## src/rtl/gpr_ir_mar_datapath.sv

```systemverilog
// Register slice of the FPG8 single-bus CPU: eight GPRs (R7 = PC, R1 = display),
// the instruction register with its field decode, and the memory address register.
module gpr_ir_mar_datapath #(
  parameter int WIDTH    = 16,
  parameter int NUM_REGS = 8
) (
  input  logic             clk,
  input  logic             reset,
  input  logic [15:0]      bus_in,
  output logic [15:0]      bus_out,
  output logic             bus_drive,
  input  logic             GPR_in,
  input  logic             GPR_out,
  input  logic [2:0]       GPR_select,
  input  logic             IR_in,
  input  logic             IR_offset_out,
  input  logic             MAR_in,
  input  logic             r_en,
  input  logic             w_en,
  output logic [15:0]      REG_OUT_IR,
  output logic [3:0]       opcode_out,
  output logic [2:0]       rd_out_1,
  output logic [2:0]       rd_out_2,
  output logic             S,
  output logic [1:0]       shift,
  output logic [2:0]       rs_1,
  output logic [2:0]       rs_2,
  output logic [15:0]      REG_OUT_MAR,
  output logic [15:0]      REG_OUT_1,
  output logic [15:0]      REG_OUT_7
);

  logic [15:0] gpr_q [0:7];
  logic [15:0] gpr_d [0:7];
  logic [15:0] ir_q, ir_d;
  logic [15:0] mar_q, mar_d;
  logic [2:0]  reg_idx_s;
  logic [15:0] offset_s;

  assign REG_OUT_IR  = ir_q;
  assign opcode_out  = ir_q[15:12];
  assign rd_out_1    = ir_q[11:9];
  assign rd_out_2    = ir_q[8:6];
  assign S           = ir_q[8];
  assign shift       = ir_q[7:6];
  assign rs_1        = ir_q[5:3];
  assign rs_2        = ir_q[2:0];
  assign REG_OUT_MAR = mar_q;
  assign REG_OUT_1   = gpr_q[1];
  assign REG_OUT_7   = gpr_q[7];
  assign offset_s    = {{7{ir_q[8]}}, ir_q[8:0]};

  // Translate the control unit's select code into a physical register index
  always_comb begin
    reg_idx_s = 3'd0;
    case (GPR_select)
      3'd0:    reg_idx_s = ir_q[11:9];
      3'd1:    reg_idx_s = ir_q[8:6];
      3'd2:    reg_idx_s = ir_q[5:3];
      3'd3:    reg_idx_s = ir_q[2:0];
      3'd4:    reg_idx_s = 3'd7;
      3'd5:    reg_idx_s = 3'd6;
      3'd6:    reg_idx_s = 3'd0;
      3'd7:    reg_idx_s = 3'd1;
      default: reg_idx_s = 3'd0;
    endcase
  end

  // Bus driver: a GPR read takes priority over the IR offset
  always_comb begin
    bus_out   = 16'h0000;
    bus_drive = 1'b0;
    if (GPR_out) begin
      bus_out   = gpr_q[reg_idx_s];
      bus_drive = 1'b1;
    end else if (IR_offset_out) begin
      bus_out   = offset_s;
      bus_drive = 1'b1;
    end else begin
      bus_out   = 16'h0000;
      bus_drive = 1'b0;
    end
  end

  // Next-state for GPRs, IR and MAR; MAR is frozen during a RAM access
  always_comb begin
    for (int i = 0; i < 8; i++) begin
      gpr_d[i] = gpr_q[i];
    end
    ir_d  = ir_q;
    mar_d = mar_q;
    if (GPR_in) begin
      gpr_d[reg_idx_s] = bus_in;
    end else begin
      gpr_d[reg_idx_s] = gpr_q[reg_idx_s];
    end
    if (IR_in) begin
      ir_d = bus_in;
    end else begin
      ir_d = ir_q;
    end
    if (MAR_in && !(r_en || w_en)) begin
      mar_d = bus_in;
    end else begin
      mar_d = mar_q;
    end
  end

  // State registers with asynchronous clear
  always_ff @(posedge clk or posedge reset) begin
    if (reset) begin
      for (int i = 0; i < 8; i++) begin
        gpr_q[i] <= 16'h0000;
      end
      ir_q  <= 16'h0000;
      mar_q <= 16'h0000;
    end else begin
      for (int i = 0; i < 8; i++) begin
        gpr_q[i] <= gpr_d[i];
      end
      ir_q  <= ir_d;
      mar_q <= mar_d;
    end
  end

endmodule

```

## config.mk

```make
export PLATFORM = sky130hd
export DESIGN_NAME = gpr_ir_mar_datapath
export DESIGN_NICKNAME = d
export VERILOG_FILES = /design/src/rtl/gpr_ir_mar_datapath.sv
export SDC_FILE = /design/constraint.sdc
export NUM_CORES = 1
export LEC_CHECK = 0
export ABC_CLOCK_PERIOD_IN_PS = 8600
export CAP_MARGIN = 20
export CORE_MARGIN = 1.5
export CORE_UTILIZATION = 42
export CTS_CLUSTER_DIAMETER = 200
export DETAILED_ROUTE_END_ITERATION = 12
export PLACE_DENSITY = 0.7
export SLEW_MARGIN = 40
export SYNTH_ARGS = -nofsm -noshare
export SYNTH_HDL_FRONTEND = slang
export SYNTH_SLANG_ARGS = --single-unit
```

## constraint.sdc

```tcl
create_clock -name clk -period 8.6 [get_ports clk]
set_input_delay 1.29 -clock clk [delete_from_list [all_inputs] [get_ports clk]]
set_output_delay 1.29 -clock clk [all_outputs]
set_load 0.05 [all_outputs]
```

==> Changelog: implementation <==
### Physical design

* Outcome: completed
* Clock Latency Late Sink at 0.43 ns
* Xor/xnor share at 0%
* Avg Cell Area, Syn at 10.8 µm²
* DR DRC count at 0
* H-tree lvl count at 4
* Yosys reg bits at 160
* Die ar. at 0.0203 mm²
* Main synth FF type: dfrtp_1
* Crit path arrival time at 5.47 ns
* Crit path max-delay family: buffers and inverters
* Comb area leader: multiplexers
* VDD IR max at 0.000217 V
* Worst-path maximum fanout at 26
* Worst Skew at 0.00844 ns
* DR WL met2 at 10700 µm
* Mux share at 17.5%
* CTS tree: yes
* Area Growth Syn to Fin at 21.0%
* Via count at 6233
* Clk sinks at 160
* R2r setup slk at 4.99 ns
* Leak Pwr at 4.01 nW
* Yosys warning total at 0
* Root Buffer: clkbuf_16
* Max-slew headroom at the worst pin at 45.8%
* Worst Path Buf+Inv at 3
* Tool warnings at 26
* Top Metal Used: met4
* Nets at 842
* Post-synth cell types at 53
* Top-Level Pins at 128
* Critical Path Start Type: input port
* Cells after Synth at 756
* CP endpoint kind: primary output
* Hold crit path type: flip-flop to flip-flop
* RSZ-0062 raised after global routing: no
* Fp_density at 43.3%
* Setup TNS at 0 ns
* Slew @ Worst Pin at 0.811 ns
* Post-synth ARST share at 100%
* Post-CTS setup buffers at 0
* ANT cells at 0
* CTS clock-pin slew for the worst setup and hold paths at 0.06 ns
* CTS Buf Count at 17
* WP data required at 7.31 ns
* Final Max Slew Viols at 0
* Slowest CP cell: clkdlybuf4s50_1
* Adder share at 0%
* Max-Cap Viols at 0
* Number of fill cells at 1659
* Max Fclk at 0.148 GHz
* Routed Antenna Nets at 0
* # Cells Yosys at 756
* Vias/cell at 5.74
* Max-area cell share at 48.9%
* Die X at 143 µm
* Basic Gates by Area at 9.89%
* Floorplan Nets at 784
* Clk buf depth at 2
* DR iter-0 viols at 502
* Largest net degree at the start of global routing at 83
* Metal3 WL at 1120 µm
* Final Hold Violation Tally at 0
* WL final at 22100 µm
* CP peak stage delay at 0.86 ns
* Post-synth EDFFs at 0
* M1 WL at 9810 µm
* AO/OA Area Share at 15.8%
* Yosys top cell by area: dfrtp_1
* Num rows at 50
* Initial antenna violation count at 0
* Layout Utilization at 52.4%
* Layout cells sized above 1 at 24.2%
* Vias in the first global route at 6151
* PwrDens at 342 mW/mm²
* Hpwl dp at 15100 µm
* Core area at 0.0189 mm²
* First-pass GRT wire length at 34500 µm
==> layout make-up <==
class | instances | area [µm²] | area share (%)
Sequential cell | 160 | 4000 | 40.4
Multi-Input combinational cell | 493 | 3580 | 36.1
Timing Repair Buffer | 137 | 1350 | 13.7
Clock buffer | 20 | 467 | 4.71
Tap cell | 260 | 325 | 3.28
Clock inverter | 11 | 156 | 1.58
Inverter | 5 | 26.3 | 0.265
==> per-layer routing <==
layer / vias to the layer above / GRT usage (%)
li1: 2822 / -
met1: 3171 / 29.7
met2: 208 / 35.8
met3: 32 / 4.90
met4: 0 / 6.73
met5: - / 0
==> cell families (layout without fill, tap and decap cells) <==
group / count (synthesis) / count (layout)
buf+inv: 103 / 173
simple gates: 172 / 172
flops: 160 / 160
compound gates: 193 / 193
mux: 128 / 128
==> Yosys cell counts, types with 2 or more instances <==
library cell and n:
dfrtp_1 160, mux2_2 116, o21ai_0 77, nand2_1 68, buf_4 53, nand3_1 40
nor2_1 31, a21oi_1 24, clkbuf_1 20, buf_2 18, a31oi_1 16, mux2i_1 11
o21a_1 10, a31o_2 9, and3_1 9, a22oi_1 8, a31oi_2 8, o32ai_1 6
buf_6 5, inv_1 5, o211ai_1 5, nand2b_1 4, nor3_1 4, o221ai_1 4
a22o_1 3, a32oi_1 3, nand4_1 3, a211oi_1 2, a21o_1 2, a221o_1 2
buf_1 2, nand2_2 2, o211a_1 2, o211ai_2 2, o21ai_1 2, o32ai_2 2
or4_4 2
==> worst min-delay path, stage by stage (launching register included) <==
cell and delay [ns]:
dfrtp_1 0.34, nand2_1 0.04, o21ai_0 0.06
==> sequential cells by signal (all words and copies together), names as in the netlist <==
name         cells
REG_OUT_7       16
REG_OUT_1       16
REG_OUT_IR      16
gpr_q           96
REG_OUT_MAR     16
==> cells in the final DEF (no fill, tap or decap), drive strengths merged, types with 4 or more instances in the layout <==
cell type      instances
and3                   9
nand2                 70
a31oi                 24
mux2i                 11
nand2b                 4
nor2                  32
mux2                 117
clkbuf                20
inv                    6
clkinv                 4
a21oi                 24
o21a                  10
o21ai                 79
buf                   10
clkdlybuf4s50        127
nor3                   6
o221ai                 4
a22oi                  8
dfrtp                160
o211ai                 7
o32ai                  8
nand3                 40
a31o                   9
==> power breakdown <==
part | internal, mW | switching (mW)
sequential | 1.05 | 0.198
combinational | 0.523 | 0.827
clock | 0.481 | 0.317
==> path summary, 6_finish.rpt <==
path,start,cells after the start,endpoint
max,GPR_select[1],9,bus_out[10]
min in group asynchronous,reset,2,REG_OUT_1[7]
max reg2reg,REG_OUT_IR[8],8,gpr_q[113]
min,gpr_q[77],2,gpr_q[77]
max in group asynchronous,reset,3,gpr_q[126]
min reg2reg,gpr_q[77],2,gpr_q[77]
==> through the flow <==
step | power [mW] | worst slack (ns) | cells | area (µm²)
2_1_floorplan | 2.26 | 2.99 | 756 | 8190
3_3_place_gp | 2.58 | 1.97 | 1054 | 9250
3_5_place_dp | 2.60 | 1.85 | 1054 | 9270
4_1_cts | 3.40 | 1.83 | 1085 | 9890
5_1_grt | 3.55 | 1.62 | 1086 | 9910
6_report | 3.39 | 1.84 | 1086 | 9910
Fig. 1: the metal 1 layer
The bar under the picture is 50 µm long.
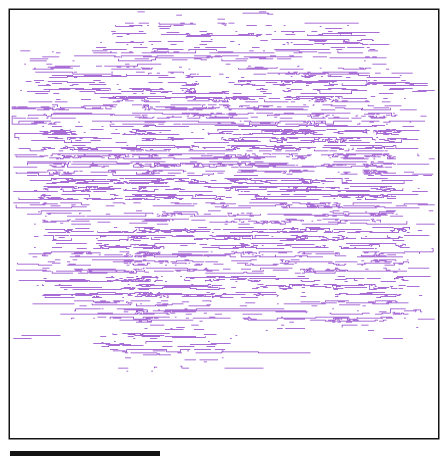
nets with wire on the layer = 755
main direction = horizontal
wire length on this layer = 9810 µm
share of all routed wire = 44%
longest straight run = 51.1 µm

Fig. 2: congestion heat map
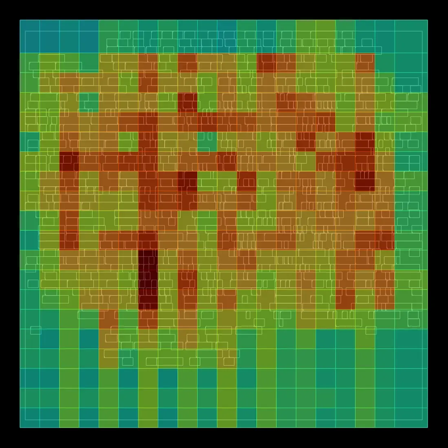
met3 Use GR: 4.90%
DR WL/cell: 20.3 µm

Fig. 3: signal wires on met2
The bar under the picture is 50 µm long.
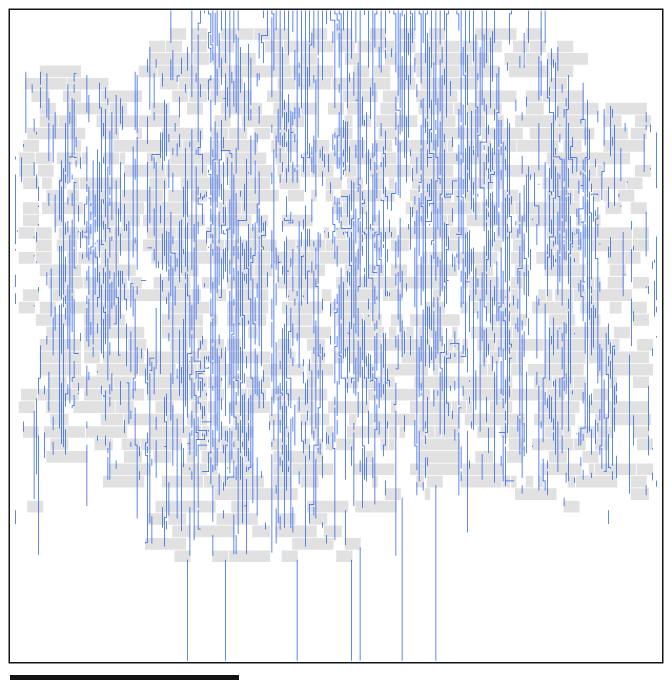
wire length on this layer = 10700 µm
main direction = vertical
share of all routed wire = 49%
nets with wire on the layer = 756

Fig. 4: metal 3
The bar under the picture is 50 µm long.
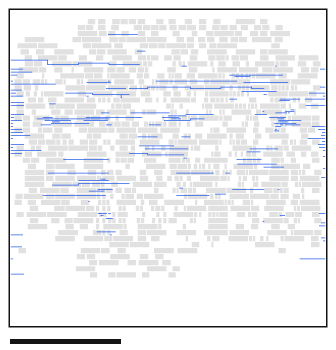
main direction = horizontal
share of all routed wire = 5.1%
wire length on this layer = 1120 µm
longest straight run = 36.3 µm
nets with wire on the layer = 112

Power and IR drop assume default switching activity.
